===== src/rtl/lc3_mem_ctrl.sv =====
// LC-3 memory-access unit: owns MAR/MDR and runs the MIO.EN / R.W / R handshake
// with a variable-latency memory, abandoning an access after TIMEOUT wait cycles.
module lc3_mem_ctrl #(
    parameter int          TIMEOUT  = 16,
    parameter logic [15:0] ERR_DATA = 16'hDEAD
) (
    input  logic        clk,
    input  logic        rst,
    input  logic [15:0] bus_in,
    input  logic        ld_mar,
    input  logic        ld_mdr,
    input  logic        mio_en,
    input  logic        r_w,
    input  logic        gate_mdr,
    output logic [15:0] mdr_out,
    output logic [15:0] mar_out,
    output logic        ready,
    output logic        mem_req,
    output logic        mem_we,
    output logic [15:0] mem_addr,
    output logic [15:0] mem_wdata,
    input  logic [15:0] mem_rdata,
    input  logic        mem_ack,
    output logic        err
);

    localparam int CW = $clog2(TIMEOUT) + 1;

    typedef enum logic [1:0] {
        S_IDLE,
        S_WAIT,
        S_DONE,
        S_HOLD
    } state_t;

    state_t         r_state;
    logic [15:0]    r_mar;
    logic [15:0]    r_mdr;
    logic [CW-1:0]  r_cnt;
    logic           r_req;
    logic           r_we;
    logic           r_ready;
    logic           r_err;
    logic           w_loads_ok;

    // MAR/MDR are frozen while the memory owns the address and write data
    assign w_loads_ok = (r_state != S_WAIT);

    always_ff @(posedge clk) begin
        if (rst) begin
            r_state <= S_IDLE;
            r_mar   <= 16'h0000;
            r_mdr   <= 16'h0000;
            r_cnt   <= '0;
            r_req   <= 1'b0;
            r_we    <= 1'b0;
            r_ready <= 1'b0;
            r_err   <= 1'b0;
        end else begin
            if (w_loads_ok && ld_mar) r_mar <= bus_in;
            if (w_loads_ok && ld_mdr) r_mdr <= bus_in;
            case (r_state)
                S_IDLE: begin
                    r_ready <= 1'b0;
                    if (mio_en) begin
                        r_we    <= r_w;
                        r_req   <= 1'b1;
                        r_cnt   <= '0;
                        r_state <= S_WAIT;
                    end
                end
                S_WAIT: begin
                    if (mem_ack) begin
                        if (!r_we) r_mdr <= mem_rdata;
                        r_req   <= 1'b0;
                        r_we    <= 1'b0;
                        r_ready <= 1'b1;
                        r_state <= S_DONE;
                    end else if (r_cnt == CW'(TIMEOUT - 1)) begin
                        if (!r_we) r_mdr <= ERR_DATA;
                        r_err   <= 1'b1;
                        r_req   <= 1'b0;
                        r_we    <= 1'b0;
                        r_ready <= 1'b1;
                        r_state <= S_DONE;
                    end else begin
                        r_cnt <= r_cnt + CW'(1);
                    end
                end
                S_DONE: begin
                    r_ready <= 1'b0;
                    r_state <= mio_en ? S_HOLD : S_IDLE;
                end
                S_HOLD: begin
                    // one mio_en assertion yields exactly one access
                    if (!mio_en) r_state <= S_IDLE;
                end
                default: r_state <= S_IDLE;
            endcase
        end
    end

    assign mdr_out   = gate_mdr ? r_mdr : 16'h0000;
    assign mar_out   = r_mar;
    assign ready     = r_ready;
    assign mem_req   = r_req;
    assign mem_we    = r_we;
    assign mem_addr  = r_mar;
    assign mem_wdata = r_mdr;
    assign err       = r_err;

endmodule


===== config.mk =====
export PLATFORM = sky130hd
export DESIGN_NAME = lc3_mem_ctrl
export DESIGN_NICKNAME = d
export VERILOG_FILES = /design/src/rtl/lc3_mem_ctrl.sv
export SDC_FILE = /design/constraint.sdc
export NUM_CORES = 1
export LEC_CHECK = 0
export ABC_AREA = 1
export ABC_CLOCK_PERIOD_IN_PS = 4450
export CORE_UTILIZATION = 43
export DETAILED_ROUTE_END_ITERATION = 12
export PLACE_DENSITY = 0.84
export SETUP_SLACK_MARGIN = 0.2
export SYNTH_ARGS = -nofsm -noshare
export SYNTH_HDL_FRONTEND = slang
export SYNTH_SLANG_ARGS = --single-unit

===== constraint.sdc =====
create_clock -name clk -period 4.45 [get_ports clk]
set_clock_uncertainty 0.2 [all_clocks]
set_input_delay 0.445 -clock clk [delete_from_list [all_inputs] [get_ports clk]]
set_output_delay 0.445 -clock clk [all_outputs]
set_load 0.01 [all_outputs]

==> images/floorplan.png <==
Pins as bars on the die edge. Tap cells in grey.
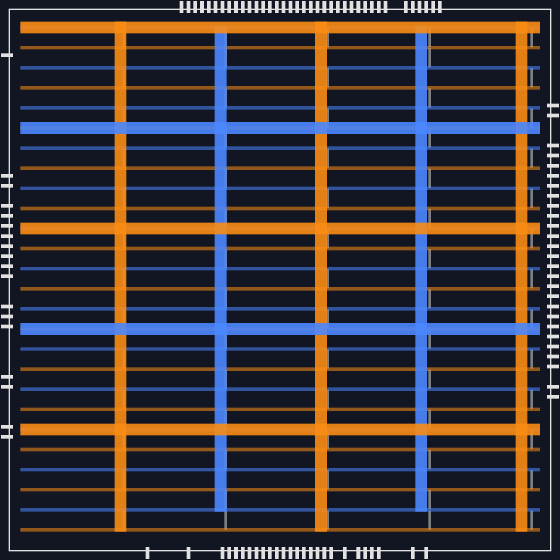
blue -> VDD
orange -> VSS
met5 straps = 5
tap cells = 67
signal pins = 108
met1 rails = 26

==> images/clock_wires.png <==
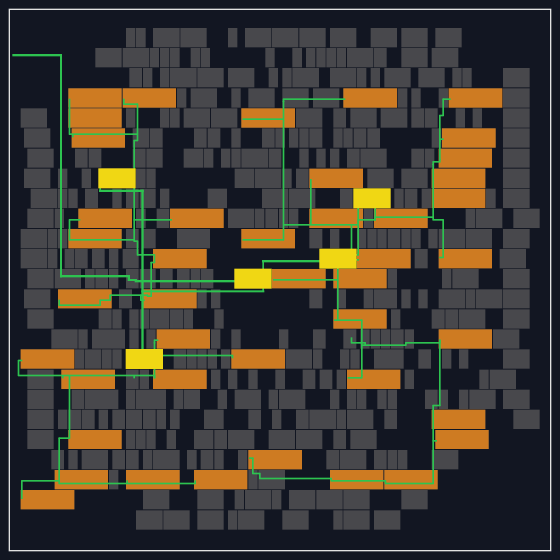
yellow -> clock-net drivers  # count 5
orange -> flip-flops  # count 43
green -> clock wires  # length 496 um
flops lie = spread over the die

==> results.sh <==
# physical design summary
export IMPL_ys_area_mm2=0.00217
export IMPL_async_flop_share_pct=0
export IMPL_ys_sh_aoi_pct=11.3
export IMPL_top_cells_by_count="nand2_1, nor2_1, dfxtp_1"
export IMPL_p_sw_uw=284
export IMPL_seq_share_pct=26.9
export IMPL_htreeDepth=2
export IMPL_hp_start="r_cnt[4]"
export IMPL_outcome="finished, final reports clean"
export IMPL_top_cells_by_area="dfxtp_1, nand2_1, nor2_1"
export IMPL_dpl_cell_area_mm2=0.00312
export IMPL_antenna_found_initial=0
export IMPL_tool_warnings=27
export IMPL_cpPeakStageDelay_ns=0.90
export IMPL_cts_sinks=43
export IMPL_lay_top_count="clkdlybuf4s50_1"
export IMPL_startpoint="gate_mdr"
export IMPL_post_route_util_pct=67.0
export IMPL_ys_flops=43
export IMPL_bufAreaShareNonClock_pct=33.4
export IMPL_dieArea_mm2=0.00534
export IMPL_yosysTopAreaCellShare_pct=39.6
export IMPL_p_leak_nw=1.41
export IMPL_clock_latency_ns=0.29
export IMPL_crit_cells=4
export IMPL_cts_hold_fix_buffers=0
export IMPL_routabilityCongestion=0.852
export IMPL_buffers_excl_clock=107
export IMPL_area_growth_pct=47.5
export IMPL_maxPowerGroup="registers"
export IMPL_cp_num_buf_inv=3
export IMPL_firstDrtPassIters=4
export IMPL_wl_met1_um=2560
export IMPL_clk_share_pct=2.62
export IMPL_diodes=0
export IMPL_cpLargestDelayFamily="buffers and inverters"
export IMPL_dp_cells=463
export IMPL_final_cell_mix="clkdlybuf4s50_1, nand2_1, nor2_1, dfxtp_1, inv_1"
export IMPL_cp_arrival_ns=2.08
export IMPL_comb_share_pct=30.3
export IMPL_die_height_um=73.1
export IMPL_worstSetupEndpointType="output pin"
==> images/m2.png <==
The bar under the picture is 20 um long.
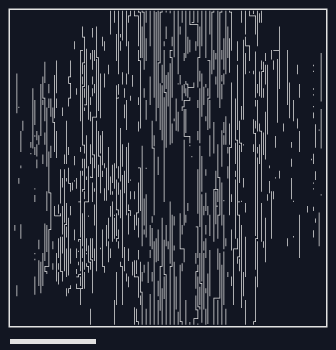
share of all routed wire = 51%
main direction = vertical
wire length on this layer = 3,090 um
nets with wire on the layer = 358

